Run 1, routed metal, one colour a layer:
(3 px per um) Two of the layers only.
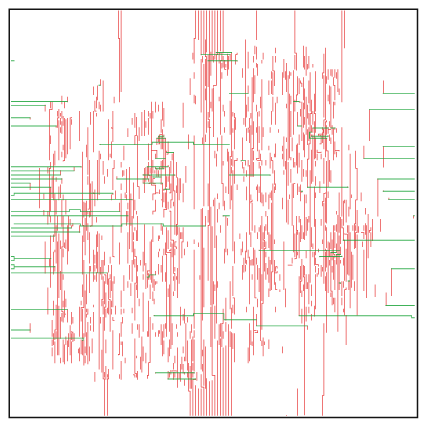
Run 1, cells by drive strength:
(3 px per um)
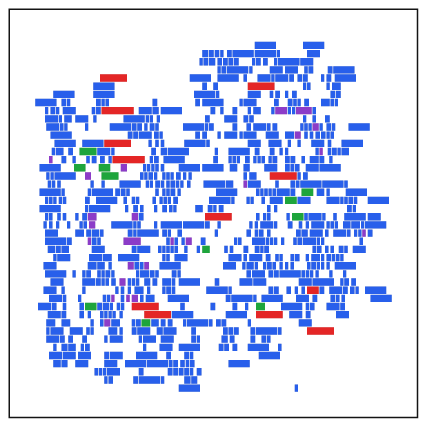
Run 1, wires at chosen ports, followed through buffers:
(2 px per um)
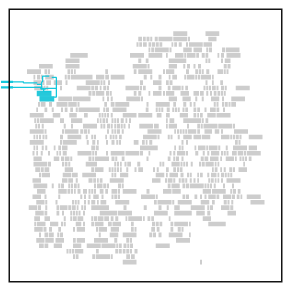
Run 1, pin map:
(3 px per um) Pins as bars across the die edge, other pins in grey.
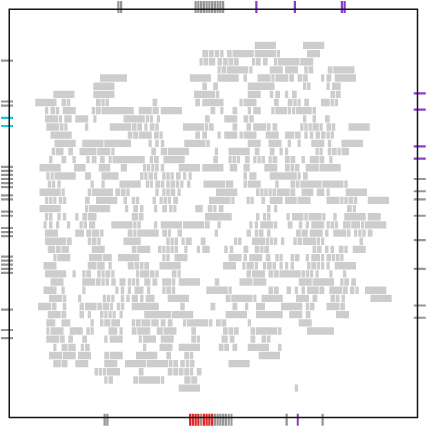
## config.mk

```make
export PLATFORM = sky130hd
export DESIGN_NAME = pe_wave_scheduler
export DESIGN_NICKNAME = d
export VERILOG_FILES = /design/src/rtl/wino_pkg.sv /design/src/rtl/pe_tile_cursor.sv /design/src/rtl/pe_wave_scheduler.sv
export SDC_FILE = /design/constraint.sdc
export NUM_CORES = 1
export LEC_CHECK = 0
export ABC_AREA = 1
export ABC_CLOCK_PERIOD_IN_PS = 6800
export CAP_MARGIN = 30
export CORE_MARGIN = 8
export CORE_UTILIZATION = 40
export CTS_CLUSTER_DIAMETER = 120
export DETAILED_ROUTE_END_ITERATION = 7
export DONT_BUFFER_PORTS = 1
export PLACE_DENSITY = 0.56
export SYNTH_ARGS = -nofsm -noshare
export SYNTH_HDL_FRONTEND = slang
export SYNTH_SLANG_ARGS = --single-unit
export TNS_END_PERCENT = 5
```

## constraint.sdc

```tcl
create_clock -name clk -period 6.8 [get_ports clk]
set_input_delay 2.04 -clock clk [delete_from_list [all_inputs] [get_ports clk]]
set_output_delay 2.04 -clock clk [all_outputs]
set_load 0.02 [all_outputs]
```

## src/rtl/wino_pkg.sv

```systemverilog
// Shared types and constants for the Winograd PE array sequencing logic.
package wino_pkg;

    localparam int IDX_W_DEF     = 9;
    localparam int OD_W_DEF      = 8;
    localparam int TILE_STEP_3x3 = 4;
    localparam int TILE_STEP_1x1 = 6;

    typedef enum logic [2:0] {
        S_IDLE,
        S_LOAD,
        S_FIRE,
        S_DRAIN,
        S_DONE
    } sched_state_e;

endpackage

```

## src/rtl/pe_tile_cursor.sv

```systemverilog
// Output-tile cursor: walks (x, y) in row-major tile order and reports whether
// the current and the next tile fall inside the configured feature map.
module pe_tile_cursor
    import wino_pkg::*;
#(
    parameter int IDX_W = IDX_W_DEF
) (
    input  logic             clk,
    input  logic             reset,
    input  logic             clear,
    input  logic             load_step,
    input  logic             size_type,
    input  logic             advance,
    input  logic [IDX_W-1:0] lim_h,
    input  logic [IDX_W-1:0] lim_w,
    output logic [IDX_W-1:0] x,
    output logic [IDX_W-1:0] y,
    output logic             exists,
    output logic             next_exists
);

    // One extra bit so a step past the last tile never wraps back into range.
    logic [IDX_W:0] x_q, y_q, x_adv, y_adv, y_sum, step_ext;
    logic [2:0]     step_q;

    always_comb begin
        step_ext = (IDX_W+1)'(step_q);
        y_sum    = y_q + step_ext;
        if (y_sum >= {1'b0, lim_w}) begin
            y_adv = '0;
            x_adv = x_q + step_ext;
        end else begin
            y_adv = y_sum;
            x_adv = x_q;
        end
        exists      = (x_q < {1'b0, lim_h}) && (y_q < {1'b0, lim_w});
        next_exists = (x_adv < {1'b0, lim_h}) && (y_adv < {1'b0, lim_w});
    end

    always_ff @(posedge clk) begin
        if (!reset) begin
            x_q    <= '0;
            y_q    <= '0;
            step_q <= '0;
        end else begin
            if (load_step) begin
                step_q <= size_type ? 3'(TILE_STEP_3x3) : 3'(TILE_STEP_1x1);
            end
            if (clear) begin
                x_q <= '0;
                y_q <= '0;
            end else if (advance) begin
                x_q <= x_adv;
                y_q <= y_adv;
            end
        end
    end

    assign x = x_q[IDX_W-1:0];
    assign y = y_q[IDX_W-1:0];

endmodule

```

## src/rtl/pe_wave_scheduler.sv

```systemverilog
// Layer sequencer for the Winograd PE array: issues per-wave data/weight tile
// requests, launches the skew buffers, and waits out the array drain.
module pe_wave_scheduler
    import wino_pkg::*;
#(
    parameter int ROWS      = 4,
    parameter int COLS      = 4,
    parameter int IDX_W     = IDX_W_DEF,
    parameter int OD_W      = OD_W_DEF,
    parameter int DRAIN_CYC = ROWS + COLS + 2
) (
    input  logic                     clk,
    input  logic                     reset,
    input  logic                     start_i,
    input  logic [IDX_W-1:0]         cfg_h_i,
    input  logic [IDX_W-1:0]         cfg_w_i,
    input  logic [OD_W-1:0]          cfg_od_i,
    input  logic                     cfg_size_type_i,
    output logic                     busy_o,
    output logic                     done_o,
    output logic                     data_req_valid_o,
    output logic [IDX_W-1:0]         data_req_x_o,
    output logic [IDX_W-1:0]         data_req_y_o,
    output logic [$clog2(COLS)-1:0]  data_req_col_o,
    input  logic                     data_req_ready_i,
    output logic                     weight_req_valid_o,
    output logic [OD_W-1:0]          weight_req_od_o,
    output logic [$clog2(ROWS)-1:0]  weight_req_row_o,
    input  logic                     weight_req_ready_i,
    output logic                     fire_o,
    output logic [COLS-1:0]          fire_col_mask_o,
    output logic [ROWS-1:0]          fire_row_mask_o,
    output logic                     fire_size_type_o
);

    localparam int CW = $clog2(COLS);
    localparam int RW = $clog2(ROWS);
    localparam int DW = $clog2(DRAIN_CYC + 1);

    sched_state_e     state;
    logic [IDX_W-1:0] cfg_h, cfg_w;
    logic [OD_W-1:0]  cfg_od;
    logic             size_q;
    logic [OD_W:0]    od_base, od_sum, od_base_nx;
    logic [CW:0]      col_cnt;
    logic [RW:0]      row_cnt;
    logic [DW-1:0]    drain_cnt;
    logic [COLS-1:0]  col_mask;
    logic [ROWS-1:0]  row_mask;
    logic             cur_load, cur_clear, cur_exists, cur_next_exists;
    logic [IDX_W-1:0] cur_x, cur_y;
    logic             data_fin, data_fin_nx, wt_fin, wt_fin_nx;
    logic             data_hs, wt_hs, drain_end, cfg_zero;

    pe_tile_cursor #(.IDX_W(IDX_W)) u_cursor (
        .clk         (clk),
        .reset       (reset),
        .clear       (cur_clear),
        .load_step   (cur_load),
        .size_type   (cfg_size_type_i),
        .advance     (data_hs),
        .lim_h       (cfg_h),
        .lim_w       (cfg_w),
        .x           (cur_x),
        .y           (cur_y),
        .exists      (cur_exists),
        .next_exists (cur_next_exists)
    );

    // The *_fin_nx terms fold in this cycle's handshake so FIRE follows the
    // last accepted request with no idle cycle in between.
    always_comb begin
        od_sum             = od_base + (OD_W+1)'(row_cnt);
        data_fin           = (col_cnt == (CW+1)'(COLS)) || !cur_exists;
        wt_fin             = (row_cnt == (RW+1)'(ROWS)) || (od_sum >= {1'b0, cfg_od});
        data_req_valid_o   = (state == S_LOAD) && !data_fin;
        weight_req_valid_o = (state == S_LOAD) && !wt_fin;
        data_hs            = data_req_valid_o && data_req_ready_i;
        wt_hs              = weight_req_valid_o && weight_req_ready_i;
        data_fin_nx        = data_hs ? ((col_cnt + (CW+1)'(1) == (CW+1)'(COLS)) || !cur_next_exists)
                                     : data_fin;
        wt_fin_nx          = wt_hs ? ((row_cnt + (RW+1)'(1) == (RW+1)'(ROWS)) ||
                                      (od_sum + (OD_W+1)'(1) >= {1'b0, cfg_od}))
                                   : wt_fin;
        drain_end          = (state == S_DRAIN) && (drain_cnt == DW'(1));
        od_base_nx         = cur_exists ? od_base : od_base + (OD_W+1)'(ROWS);
        cfg_zero           = (cfg_h_i == '0) || (cfg_w_i == '0) || (cfg_od_i == '0);
        cur_load           = (state == S_IDLE) && start_i;
        cur_clear          = cur_load || (drain_end && !cur_exists);
    end

    always_ff @(posedge clk) begin
        if (!reset) begin
            state     <= S_IDLE;
            cfg_h     <= '0;
            cfg_w     <= '0;
            cfg_od    <= '0;
            size_q    <= 1'b0;
            od_base   <= '0;
            col_cnt   <= '0;
            row_cnt   <= '0;
            drain_cnt <= '0;
            col_mask  <= '0;
            row_mask  <= '0;
            busy_o    <= 1'b0;
            done_o    <= 1'b0;
            fire_o    <= 1'b0;
        end else begin
            fire_o <= 1'b0;
            done_o <= 1'b0;
            case (state)
                S_IDLE: begin
                    if (start_i) begin
                        cfg_h    <= cfg_h_i;
                        cfg_w    <= cfg_w_i;
                        cfg_od   <= cfg_od_i;
                        size_q   <= cfg_size_type_i;
                        od_base  <= '0;
                        col_cnt  <= '0;
                        row_cnt  <= '0;
                        col_mask <= '0;
                        row_mask <= '0;
                        if (cfg_zero) begin
                            state  <= S_DONE;
                            done_o <= 1'b1;
                        end else begin
                            state  <= S_LOAD;
                            busy_o <= 1'b1;
                        end
                    end
                end
                S_LOAD: begin
                    if (data_hs) begin
                        col_mask[col_cnt[CW-1:0]] <= 1'b1;
                        col_cnt <= col_cnt + (CW+1)'(1);
                    end
                    if (wt_hs) begin
                        row_mask[row_cnt[RW-1:0]] <= 1'b1;
                        row_cnt <= row_cnt + (RW+1)'(1);
                    end
                    if (data_fin_nx && wt_fin_nx) begin
                        state  <= S_FIRE;
                        fire_o <= 1'b1;
                    end
                end
                S_FIRE: begin
                    drain_cnt <= DW'(DRAIN_CYC);
                    state     <= S_DRAIN;
                end
                S_DRAIN: begin
                    drain_cnt <= drain_cnt - DW'(1);
                    if (drain_end) begin
                        od_base <= od_base_nx;
                        col_cnt <= '0;
                        row_cnt <= '0;
                        if (od_base_nx >= {1'b0, cfg_od}) begin
                            state  <= S_DONE;
                            done_o <= 1'b1;
                            busy_o <= 1'b0;
                        end else begin
                            state    <= S_LOAD;
                            col_mask <= '0;
                            row_mask <= '0;
                        end
                    end
                end
                S_DONE:  state <= S_IDLE;
                default: state <= S_IDLE;
            endcase
        end
    end

    assign data_req_x_o     = cur_x;
    assign data_req_y_o     = cur_y;
    assign data_req_col_o   = col_cnt[CW-1:0];
    assign weight_req_od_o  = od_sum[OD_W-1:0];
    assign weight_req_row_o = row_cnt[RW-1:0];
    assign fire_col_mask_o  = col_mask;
    assign fire_row_mask_o  = row_mask;
    assign fire_size_type_o = size_q;

endmodule

```

==> flow_metrics.tcl, run 1 <==
# place-and-route summary
set metrics [dict create \
    status "finished, final reports clean" \
    finalCriticalPeriod_ns 4.78 \
    syn_nets 924 \
    synth_flop_count 79 \
    wl_met1_um 6480 \
    syn_area_per_cell_um2 7.07 \
    openroad.warnings 35 \
    firstDrtPassIters 5 \
    post-route-period-util_pct 70.2 \
    fin_util_pct 43.2 \
    drc 0 \
    worstSkewPairLatency_ns 0.35 \
    syn2layout_area_growth_pct 5.30 \
    ys_seq_share_pct 27.7 \
    cp_max_fo 5 \
    dpl-instance-area_um2 5700 \
    drive_gt1_share_pct 5.99 \
    flop_cell "dfxtp_1" \
    rsz0062_at_grt "no" \
    grt_antenna_before_repair 0 \
    htreeDepth 3 \
    hp-class "reg2reg" \
    grt_overflow 0 \
    worst_slew_pin_slew_ns 0.713 \
    cts.repair.resized 0 \
    synth_area_um2 5720 \
    endpoint_kind "output port" \
    place_inst 949 \
    ys_cells 809 \
    postSynth.asyncResetShare_pct 0 \
    core_area_um2 13900 \
    tns_ns 0 \
    final_hold_viol_count 0 \
    yosys_warnings 0 \
    layoutNonFillerInstCount 965 \
    required_ns 4.76 \
    reg2reg_slack_ns 2.25 \
    hold-path-cell-count 1 \
    edf_count 0 \
    dieArea_um2 18400 \
    mostFrequentLayoutCell "nand2_1" \
    synth_cells 809 \
    ir_worst_vdd_uv 234 \
    timing.fmax_ghz 0.209 \
    combGateArea_um2 3400 \
    ys_area_um2 5720 \
    finalSetupViolCount 0 \
    initCoreUtil_pct 41.0 \
    num_rows 43 \
    cp-start-kind "register" \
    final_max_slew_viol_count 0 \
    ctsHoldBuffers 0 \
    leakagePower_nw 2.83 \
    cts_tree "yes" \
    dp_hpwl_um 11900 \
    slew_headroom_pct 52.4 \
    clk_path_buf_depth 2 \
    gp_congestion 0.900 \
    cts_root_buffer "clkbuf_16" \
    wl_met2_um 7010 \
    viasPerCell 5.11 \
    synth_cell_types 41 \
    layout_top_cells "151 x nand2_1, 118 x inv_1, 90 x a21oi_1" \
    top_layer "met4" \
    register_area_um2 1580 \
    grt_pass1_wl_um 24100 \
    numClockSinks 79 \
    post_cts_buffers 0 \
    grt_pass1_vias 4863 \
    grt_start_max_net_pins 53 \
    skew_ns 0.0133 \
    final_nets 895 \
    rr_worst_depth 31 \
    arrival_ns 2.74 \
    clk_pin_slew_ns 0.07 \
    numCtsBuffers 9 \
    cap_violations 0 \
    drtIter0Drc 334 \
    power_density_nw_per_um2 401 \
    n_fill_cell 1432 \
    wl_met3_um 999 \
    insertedDiodeCount 0 \
    antenna_left 0 \
    wl_per_cell_um 15.2 \
    crit_type "reg2out" \
]
About 'routed metal, one colour a layer':
layer	colour	wire length
metal 2	red	7010 um
metal 3	green	999 um
wirelength, routed: 14700 um
GRT Total Usage: 16.5%
routed vias: 4931

About 'cells by drive strength':
size	colour	cells	share
_2 cells	purple	24	3.1%
_0 and _1 cells	blue	738	94%
_6 and larger	red	12	1.5%
_3 and _4 cells	green	11	1.4%
bufs w/o clock: 1
design area: 6020 um^2

About 'wires at chosen ports, followed through buffers':
port	colour	bits	direction	edge	end cells	buffers	wire
data_req_col_o	cyan	2	output	left	2	0	69.7 um
Buffers on Ports: 0
io pins: 76

About 'pin map':
port	colour	pins	direction	edge
cfg_od_i	red	8	input	bottom
data_req_col_o	cyan	2	output	left
data_req_x_o	purple	9	output	4 top, 4 right, 1 bottom
all pins by edge	26 left, 21 bottom, 17 top, 12 right
die y size: 136 um
die width: 136 um

[run 1: worst max-delay path, stage by stage, from the launching register on]
cell	delay (ns)
dfxtp_1	0.43
ha_1	0.21
nand2_1	0.12
nor2_1	0.17
nor2_1	0.05
nor2_1	0.51
ha_1	0.36
a21oi_1	0.13
nand2_1	0.11
nand2_1	0.07
nand3_1	0.07
inv_2	0.15
[run 1: per-stage QoR]
step | worst slack, ns | hold slack [ns] | power (mW)
floorplan | 2.72 | 0.436 | 1.65
global placement | 2.40 | 0.461 | 1.87
detailed placement | 2.27 | 0.459 | 1.90
CTS | 1.97 | 0.474 | 2.44
global route | 1.76 | 0.511 | 2.64
finish | 2.02 | 0.479 | 2.41
[run 1: sequential cells by signal (all words and copies together) (netlist names), 4 cells and up]
register / cells
u_cursor.x_q: 9
u_cursor.y_q: 10
cfg_od: 8
od_base: 7
fire_row_mask_o: 4
cfg_w: 9
drain_cnt: 4
fire_col_mask_o: 4
cfg_h: 9
[run 1: power breakdown]
group	switching, mW	leakage, nW	internal [mW]
sequential	0.156	0.646	0.566
combinational	0.768	2.02	0.395
clock	0.203	0.159	0.325
total	1.13	2.83	1.29
[run 1: per-layer routing]
layer | GRT usage [%] | up-vias
met4 | 5.24 | 0
met3 | 5.71 | 15
met5 | 0 | -
li1 | - | 2558
met1 | 18.9 | 2251
met2 | 28.0 | 107
[run 1: logic make-up after synthesis]
| kind of cell | Yosys count | share of synthesized area, % |
|---|---|---|
| other | 1 | 0.0656 |
| AOI/OAI and AO/OA | 174 | 16.8 |
| buffers and inverters | 170 | 12.9 |
| and+or+nand+nor | 286 | 21.6 |
| adders and majority gates | 83 | 18.4 |
| DFF | 79 | 27.7 |
| xor gates and xnor gates | 16 | 2.58 |
[run 1: cells in the mapped netlist (2+ instances only)]
cell type	instances	area share, %
a21oi_1	90	7.9
nand3_1	26	2.3
nor2_4	4	0.79
inv_2	8	0.53
nor4_1	5	0.55
nand4_1	5	0.55
nor2_2	3	0.33
fa_1	2	0.70
nand2_4	2	0.39
o2111ai_1	2	0.31
buf_4	24	3.2
nand2_2	8	0.88
a31oi_1	3	0.33
nor3_1	13	1.1
xnor2_1	5	0.77
ha_1	81	18
xor2_1	10	1.5
clkinv_1	3	0.20
o21ai_1	2	0.18
nor2_1	66	4.3
dfxtp_1	79	28
o21ai_0	56	4.9
a211oi_1	10	1.3
o211ai_1	4	0.53
inv_1	118	7.7
nand2_1	151	9.9
clkbuf_1	15	0.98
[run 1: path summary, 6_finish.rpt]
check,start,end
setup / recovery,od_base[2],weight_req_valid_o
hold / removal,drain_cnt[2],drain_cnt[2]
setup reg to reg,u_cursor.y_q[1],state[1]
hold reg to reg,drain_cnt[2],drain_cnt[2]
[run 1: cell type report]
cell class                      count  share of cell area (%)
Clock buffer                       10                    3.80
Clock inverter                      6                    1.56
Inverter                          129                    8.04
Multi-Input combinational cell    560                    56.5
Sequential cell                    79                    26.3
Tap cell                          180                    3.74
Timing Repair Buffer                1                   0.125
Run 1, placed standard cells:
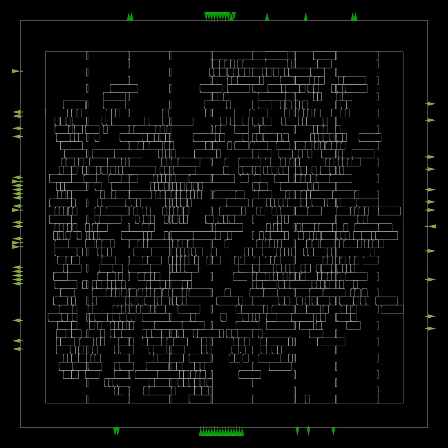

--- run 2 (diff from run 1) ---
Settings changed: ABC_CLOCK_PERIOD_IN_PS 6800 to 4250, PLACE_DENSITY 0.56 to 0.58.
Clock period 6.8 ns to 4.25 ns, I/O delays scaled along.
Run 2, placed standard cells:
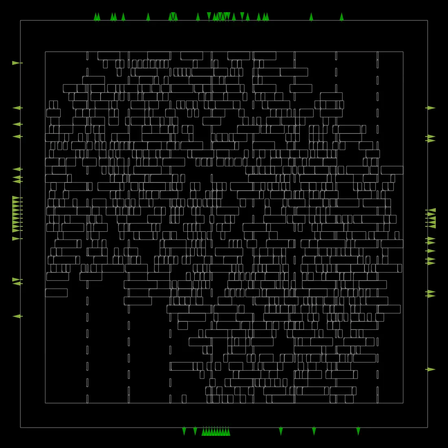
fin util: 45.6%
flop share of the area: 25.0%
fill count: 1468
Finished Layout Cells: 987
Taps Inserted: 180

Run 2, cells by drive strength:
(3 px per um)
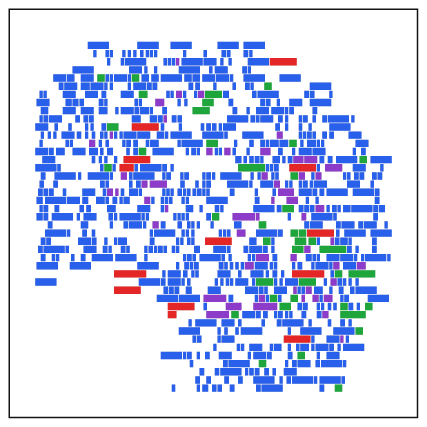
size	colour	cells	share	most used
_0 and _1 cells	blue	700	87%	nand2_1
_3 and _4 cells	green	40	5.0%	buf_4
_2 cells	purple	54	6.7%	nand2_2
_6 and larger	red	13	1.6%	clkbuf_16

==> flow_metrics.tcl, run 2 <==
# place-and-route summary
set metrics [dict create \
    power_density_nw_per_um2 637 \
    synthTopCellsByArea "dfxtp_1 28%, ha_1 18%, nand2_1 9.9%" \
    insertedDiodeCount 0 \
    tns_ns 0 \
    numClockSinks 79 \
    status "finished, final reports clean" \
    cp_max_fo 6 \
    final_max_slew_viol_count 0 \
    register_area_um2 1590 \
    sequentialPowerShare_pct 26.9 \
    core_area_um2 13900 \
    arrival_ns 4.21 \
    slew_headroom_pct 55.5 \
    endpoint_kind "register" \
    synth_cell_types 41 \
    top_register "u_cursor.y_q" \
    htreeDepth 3 \
    dieArea_um2 18400 \
    ir_worst_vdd_uv 262 \
    ys_cells 809 \
    final_hold_viol_count 0 \
    yosys-top-cells-count "151 x nand2_1, 118 x inv_1, 90 x a21oi_1" \
    leakagePower_nw 2.95 \
    p_int_mw 2.19 \
    syn2layout_area_growth_pct 11.0 \
    fp.dieH_um 136 \
    grt_overflow 0 \
    layout_top_cells "145 x nand2_1, 115 x inv_1, 86 x a21oi_1" \
    dpl-instance-area_um2 5820 \
    synth_flop_count 79 \
    sw_frac_of_total_pct 45.8 \
    hp-start "drain_cnt[2]" \
    syn_area_per_cell_um2 7.07 \
    largest_reg_flops 10 \
    routed_wl_um 14500 \
    fp.dieW_um 136 \
    cts_root_buffer "clkbuf_16" \
    postSynth.asyncResetShare_pct 0 \
    cap_violations 0 \
    clkPwrFrac_pct 21.3 \
    timing.fmax_ghz 0.252 \
    firstDrtPassIters 5 \
    drc 0 \
    rr_worst_depth 32 \
    wl_per_cell_um 14.6 \
    clk_path_buf_depth 2 \
    antenna_left 0 \
    yosysTopAreaCell "dfxtp_1" \
    combGateArea_um2 3550 \
    min_to "drain_cnt[2]" \
    skew_ns 0.00908 \
    yosysTopAreaCellShare_pct 27.7 \
    num_rows 43 \
    timing.rr.start "u_cursor.y_q[1]" \
    worst_slew_pin_slew_ns 0.663 \
    drtIter0Drc 239 \
    synth_cells 809 \
    grt_start_max_net_pins 53 \
    ys_seq_share_pct 27.7 \
    gp_congestion 0.859 \
    required_ns 4.50 \
    clk_pin_slew_ns 0.07 \
    grt_antenna_before_repair 0 \
    slowest_stage "fa_2" \
    p_switching_mw 1.85 \
    finalCriticalPeriod_ns 3.96 \
    reg2reg_slack_ns 0.29 \
    yosys_warnings 0 \
    worstSkewPairLatency_ns 0.35 \
    ys_area_um2 5720 \
    cts_tree "yes" \
    syn_nets 924 \
    grt_pass1_wl_um 23200 \
    drive_gt1_share_pct 13.3 \
    grt_pass1_vias 4577 \
    crit_path_max_incr_delay_ns 0.34 \
    post-route-period-util_pct 93.2 \
    top_cell "nand2_1" \
]
Run 2, routed metal, one colour a layer:
(3 px per um) Two of the layers only.
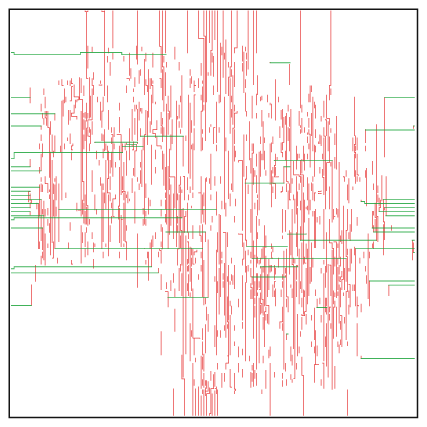
layer	colour	wire length
metal 2	red	6660 um
metal 3	green	861 um

==> run 2: cell count changes in the layout (fill, tap and decap cells not counted), sizes merged <==
cell      before  now
buf            1   23
clkinvlp       0    2
clkinv         6    4
==> run 2: layout make-up <==
| cell class | instances | share of cell area [%] |
|---|---|---|
| multi-input combinational | 560 | 55.9 |
| sequential | 79 | 25.0 |
| inverter | 129 | 7.63 |
| clock buffer | 10 | 3.76 |
| tap | 180 | 3.55 |
| timing repair buffer | 23 | 2.68 |
| clock inverter | 6 | 1.46 |
==> run 2: how the worst max path moves through the flow <==
stage                     endpoint  cells past startpoint                from
final                     state[1]                     32     u_cursor.y_q[1]
after global placement    state[1]                     33  u_cursor.step_q[1]
after CTS                 state[1]                     33     u_cursor.y_q[1]
after floorplan           state[1]                     29     u_cursor.y_q[1]
after detailed placement  state[1]                     30  u_cursor.step_q[1]
after global routing      state[1]                     32     u_cursor.y_q[1]
==> run 2: what timing repair did <==
action | in CTS | in global routing
setup endpoints to repair | 0 | 3
hold buffers | 0 | 0
resized | 0 | 44
setup buffers | 0 | 6
endpoints found under the hold margin | 0 | 0
==> run 2: worst max-delay path: cells and delay by family (launching register included) <==
family | cells | cell delay, ns
adder cells (fa/ha/maj) | 4 | 1.12
buffers and inverters | 2 | 0.17
AND/OR/NAND/NOR | 23 | 1.70
XOR/XNOR | 2 | 0.35
flip-flops | 1 | 0.32
AND-OR/OR-AND | 1 | 0.15
==> run 2: metrics by stage <==
stage | worst slack [ns] | hold WS (ns) | cells | total power [mW] | util (%)
CTS | 0.130 | 0.475 | 981 | 3.95 | 44.1
floorplan | 0.397 | 0.436 | 809 | 2.64 | -
detailed placement | 0.153 | 0.463 | 965 | 3.07 | 41.8
global route | -0.00833 | 0.504 | 987 | 4.42 | 45.6
finish | 0.290 | 0.472 | 987 | 4.05 | 45.6
global placement | 0.190 | 0.459 | 965 | 3.07 | 41.8
==> run 2: power by group through the flow <==
stage	Combinational (mW)	Clock (mW)	Sequential [mW]
finish	2.10	0.863	1.09
global route	2.39	0.916	1.11
CTS	1.98	0.885	1.09
detailed placement	1.97	0	1.11
global placement	1.96	0	1.10
floorplan	1.59	0	1.05
==> run 2: layer usage <==
metal	vias to the layer above	GRT usage [%]	wire length, um
met5	-	0	0
met1	2130	19.9	6800
li1	2613	-	-
met3	7	4.12	860
met4	0	6.05	127
met2	73	25.7	6660
==> run 2: cells by family after synthesis <==
family                   synth area share (%)
AND/OR/NAND/NOR                          21.6
flip-flops                               27.7
other                                  0.0656
XOR/XNOR                                 2.58
buffers and inverters                    12.9
AND-OR/OR-AND                            16.8
adder cells (fa/ha/maj)                  18.4
Power figures rest on the tool's default switching activity, not on a simulated workload.
